<file path="src/rtl/simon_pkg.sv">
// Shared types and helpers for the Simon game control path.
package simon_pkg;

  localparam int unsigned MAX_LEN = 32;
  localparam int unsigned SEQ_W   = 64;

  typedef enum logic [1:0] {
    GREEN  = 2'd0,
    YELLOW = 2'd1,
    RED    = 2'd2,
    BLUE   = 2'd3
  } color_t;

  typedef enum logic [2:0] {
    IDLE,
    WAIT_PRESS,
    WAIT_RELEASE,
    OK,
    FAIL
  } in_state_t;

  // Only meaningful for a one-hot input; anything else maps to GREEN.
  function automatic color_t onehot_to_color(input logic [3:0] oh);
    color_t c;
    case (oh)
      4'b0010: c = YELLOW;
      4'b0100: c = RED;
      4'b1000: c = BLUE;
      default: c = GREEN;
    endcase
    return c;
  endfunction

  function automatic logic [3:0] color_to_onehot(input color_t c);
    return 4'b0001 << c;
  endfunction

endpackage

</file>
<file path="src/rtl/simon_press_timer.sv">
// Idle-cycle counter between button presses; flags when the allowed window is used up.
module simon_press_timer #(
  parameter int unsigned TIMEOUT_CYC = 50_000_000
) (
  input  logic clk,
  input  logic rst_n,
  input  logic clr,
  input  logic en,
  output logic expired
);

  localparam int unsigned W = (TIMEOUT_CYC > 1) ? $clog2(TIMEOUT_CYC) : 1;
  localparam logic [W-1:0] LAST = W'(TIMEOUT_CYC - 1);

  logic [W-1:0] count;

  always_ff @(posedge clk or negedge rst_n) begin
    if (!rst_n)     count <= '0;
    else if (clr)   count <= '0;
    else if (en)    count <= count + W'(1);
  end

  assign expired = (count == LAST);

endmodule

</file>
<file path="src/rtl/simon_input_handler.sv">
// Captures player presses, packs them into user_seq and reports the round result.
module simon_input_handler #(
  parameter int unsigned MAX_LEN     = 32,
  parameter int unsigned TIMEOUT_CYC = 50_000_000
) (
  input  logic        clk,
  input  logic        rst_n,
  input  logic        start,
  input  logic [3:0]  btn,
  input  logic [63:0] exp_seq,
  input  logic [5:0]  seq_len,
  output logic [3:0]  incolor,
  output logic [63:0] user_seq,
  output logic [5:0]  user_pos,
  output logic        score_update,
  output logic        round_ok,
  output logic        round_fail,
  output logic        busy
);

  import simon_pkg::*;

  in_state_t   state_q, state_d;
  logic [5:0]  len_q, len_d, clamp_len, user_pos_d, pos_inc;
  logic        err_q, err_d;
  logic [3:0]  incolor_d;
  logic [63:0] user_seq_d;
  logic [5:0]  slot;
  color_t      press_c, exp_c;
  logic        tmr_clr, tmr_en, tmr_expired;

  simon_press_timer #(.TIMEOUT_CYC(TIMEOUT_CYC)) u_timer (
    .clk     (clk),
    .rst_n   (rst_n),
    .clr     (tmr_clr),
    .en      (tmr_en),
    .expired (tmr_expired)
  );

  assign slot    = {user_pos[4:0], 1'b0};
  assign press_c = onehot_to_color(btn);
  assign exp_c   = color_t'(exp_seq[slot +: 2]);
  assign pos_inc = user_pos + 6'd1;

  always_comb begin
    clamp_len = seq_len;
    if (seq_len == 6'd0)             clamp_len = 6'd1;
    else if (32'(seq_len) > MAX_LEN) clamp_len = 6'(MAX_LEN);
  end

  always_comb begin
    state_d    = state_q;
    len_d      = len_q;
    err_d      = err_q;
    incolor_d  = incolor;
    user_seq_d = user_seq;
    user_pos_d = user_pos;
    tmr_clr    = 1'b0;
    tmr_en     = 1'b0;
    case (state_q)
      IDLE: begin
        tmr_clr = 1'b1;
        if (start) begin
          user_seq_d = '0;
          user_pos_d = '0;
          len_d      = clamp_len;
          err_d      = 1'b0;
          state_d    = WAIT_PRESS;
        end
      end
      WAIT_PRESS: begin
        if ($onehot(btn)) begin
          user_seq_d[slot +: 2] = press_c;
          incolor_d             = color_to_onehot(press_c);
          err_d                 = (press_c != exp_c);
          tmr_clr               = 1'b1;
          state_d               = WAIT_RELEASE;
        end else if (tmr_expired) begin
          state_d = FAIL;
        end else begin
          tmr_en = 1'b1;
        end
      end
      WAIT_RELEASE: begin
        // A wrong color is only reported once the button is let go.
        if (btn == 4'b0000) begin
          incolor_d = '0;
          if (err_q) begin
            state_d = FAIL;
          end else begin
            user_pos_d = pos_inc;
            state_d    = (pos_inc == len_q) ? OK : WAIT_PRESS;
          end
        end
      end
      OK:      state_d = IDLE;
      FAIL:    state_d = IDLE;
      default: state_d = IDLE;
    endcase
  end

  always_ff @(posedge clk or negedge rst_n) begin
    if (!rst_n) begin
      state_q  <= IDLE;
      len_q    <= '0;
      err_q    <= 1'b0;
      incolor  <= '0;
      user_seq <= '0;
      user_pos <= '0;
    end else begin
      state_q  <= state_d;
      len_q    <= len_d;
      err_q    <= err_d;
      incolor  <= incolor_d;
      user_seq <= user_seq_d;
      user_pos <= user_pos_d;
    end
  end

  assign round_ok     = (state_q == OK);
  assign score_update = (state_q == OK);
  assign round_fail   = (state_q == FAIL);
  assign busy         = (state_q != IDLE);

endmodule

</file>
<file path="config.mk">
export PLATFORM = sky130hd
export DESIGN_NAME = simon_input_handler
export DESIGN_NICKNAME = d
export VERILOG_FILES = /design/src/rtl/simon_pkg.sv /design/src/rtl/simon_press_timer.sv /design/src/rtl/simon_input_handler.sv
export SDC_FILE = /design/constraint.sdc
export NUM_CORES = 1
export LEC_CHECK = 0
export CAP_MARGIN = 5
export CELL_PAD_IN_SITES_DETAIL_PLACEMENT = 0
export CELL_PAD_IN_SITES_GLOBAL_PLACEMENT = 2
export CORE_MARGIN = 5
export CORE_UTILIZATION = 25
export DETAILED_ROUTE_END_ITERATION = 16
export PLACE_DENSITY = 0.72
export SYNTH_ARGS = -nofsm -noshare
export SYNTH_HDL_FRONTEND = slang
export SYNTH_SLANG_ARGS = --single-unit
export TNS_END_PERCENT = 30
</file>
<file path="constraint.sdc">
create_clock -name clk -period 7.9 [get_ports clk]
set_clock_uncertainty 0.15 [all_clocks]
set_input_delay 1.58 -clock clk [delete_from_list [all_inputs] [get_ports clk]]
set_output_delay 1.58 -clock clk [all_outputs]
set_load 0.01 [all_outputs]
</file>
==> images/cell_density.png <==
Bar = 50 µm. 17 x 17 tiles, from white (low) to dark blue (high), 0 to 100% covered.
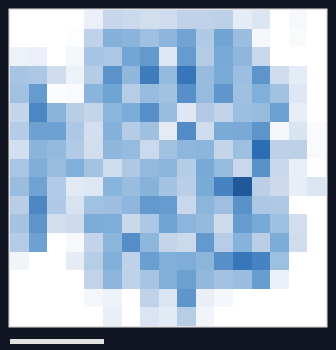
mean over tiles: 28%
emptiest ninth of the die: bottom left
tiles over 75% full: 0.70%
nearly empty tiles: 20%
fullest tile: 84%

==> images/power_grid.png <==
Bar = 50 µm. Pins as bars on the die edge. Tap cells in grey.
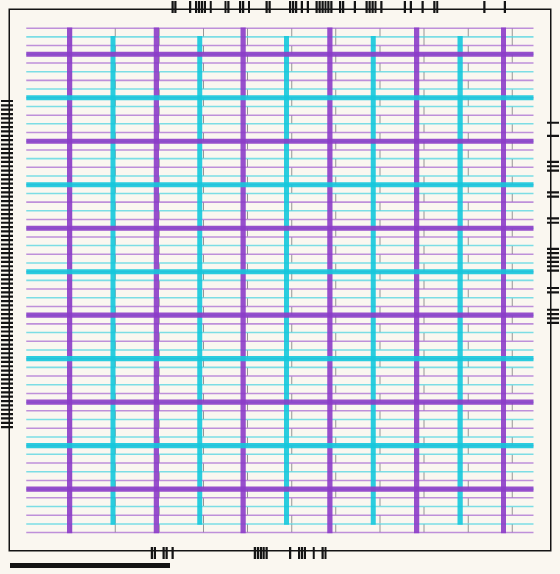
legend:
  VDD:
    colour: cyan
  VSS:
    colour: purple
met5 straps: 11
rows: 58
signal pins: 155
met4 straps: 11
tap cells: 330

==> images/placement.png <==
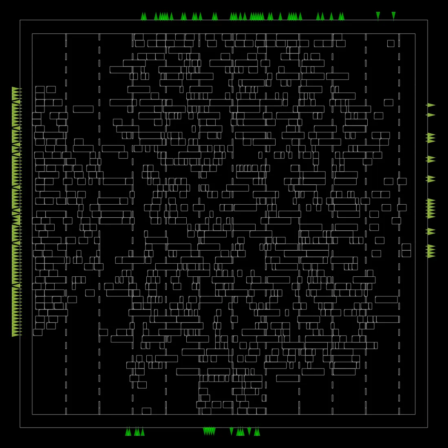
Cell Rows: 58
Final Util: 34.0%
final-layout fill cell count: 2,653

==> impl_metrics.yaml <==
# generated from flow reports
clocking:
  clock_path_buffers: 2
  cts_resized: 0
  clk_latency_ns: 0.36
  path_clk_slew_ns: 0.08
  cts_tree: "yes"
  root_buffer: "clkbuf_16"
yosys:
  synth-adder-area-share_pct: 2.30
  synth-simple-area-share_pct: 22.0
  synthCells: 686
  syn_area_mm2: 0.00631
  synth.area.top_cells: "dfrtp_1, nand2_1, mux4_2, o21ai_0, nand3_1"
  postSynthSeqShare_pct: 43.6
  synthesis.nets: 774
  ys_sh_xor_pct: 3.47
  synthArstFlopShare_pct: 100
  synth_stat.cells: 686
  ff_type: "dfrtp_1"
cells_and_area:
  signal_buffers: 164
  logic_area_mm2: 0.00324
  top_register: "user_seq"
  num-multi-input-gates: 497
  finalNetCount: 910
  design_area_mm2: 0.00851
  area_growth_pct: 34.9
  largest_reg_flops: 64
  comb_area_share_pct: 38.0
  finalNonFillerCells: 1157
  nonClkBufAreaFrac_pct: 19.0
sta:
  worst_slew_pin_slew_ns: 1.07
  fin_ws_ns: 2.83
  fin_tns_setup_ns: 0
  rsz0062_at_grt: "no"
  holdWs_ns: 0.358
placement:
  hpwl_um: 15800
  placed_cells: 1141
  place.gp.congestion: 0.769
  place_ws_ns: 2.43
power:
  power_density_mw_per_mm2: 227
  comb_power_w: 0.000755
  p_seq_share_pct: 32.9
  p_comb_share_pct: 39.1
  top_power_group: "combinational cells"
worst_hold_path:
  hp-start: "user_seq[18]"
setup_path:
  r2r_end: "user_seq[53]"
  startpoint_type: "primary input"
  required_ns: 8.03
  arrival_ns: 5.20
route:
  antenna_left: 0
  dr.pass1.iters: 4
  drtIter0Drc: 322
die:
  fp.dieH_um: 169
  core-area_mm2: 0.0250
  dieArea_mm2: 0.0285
status:
  outcome: "finished clean"
global_route:
  grt_pass1_vias: 5918
  grt-ovfl-total: 0
==> images/io_fan.png <==
Bar = 50 µm.
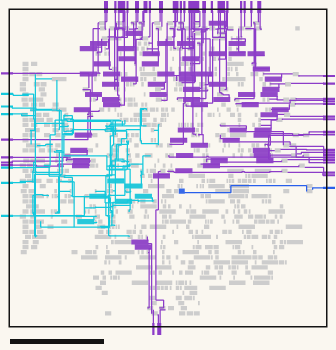
legend:
  user_seq:
    colour: purple
    direction: output
    edge: 39 top, 17 right, 5 left, 3 bottom
    end_cells: 64
    buffers: 64
    wire: 3,010 µm
  user_pos:
    colour: cyan
    direction: output
    edge: left
    end_cells: 6
    buffers: 9
    wire: 1,560 µm
  round_ok:
    colour: blue
    direction: output
    edge: right
    end_cells: 1
    buffers: 1
    wire: 79.8 µm

==> images/flops_by_reg.png <==
Bar = 50 µm. Other sequential cells in the stronger grey, the rest of the logic in the fainter grey.
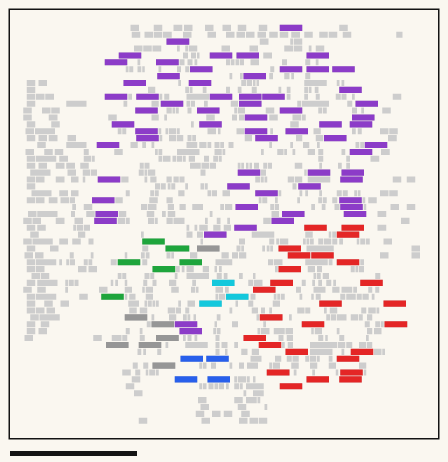
legend:
  state_q:
    colour: cyan
    placed_flops: 3
  incolor:
    colour: blue
    placed_flops: 4
    where: bottom middle
  user_seq:
    colour: purple
    placed_flops: 64
  u_timer.count:
    colour: red
    placed_flops: 26
  user_pos:
    colour: green
    placed_flops: 6
not coloured: 7

[cells in the final DEF (no fill, tap or decap), types with 12 or more instances in the layout]
cell | Yosys | final
clkdlybuf4s50_1 | 0 | 153
dfrtp_1 | 110 | 109
nand2_1 | 79 | 79
nor2_1 | 52 | 52
o21ai_0 | 50 | 50
inv_1 | 40 | 40
nand3_1 | 40 | 40
a21oi_1 | 25 | 25
o22ai_1 | 23 | 23
xnor2_1 | 21 | 21
mux2i_1 | 17 | 17
a22o_1 | 16 | 16
nand4_1 | 13 | 13
mux4_2 | 12 | 12
[metal layers]
| layer | global-route usage (%) | part of all wire, % |
|---|---|---|
| met2 | 24.7 | 47 |
| met5 | 0 | 0 |
| met1 | 20.4 | 46 |
| met3 | 3.08 | 5.5 |
| met4 | 5.61 | 2.2 |
Power is estimated from default activity; no workload was simulated.
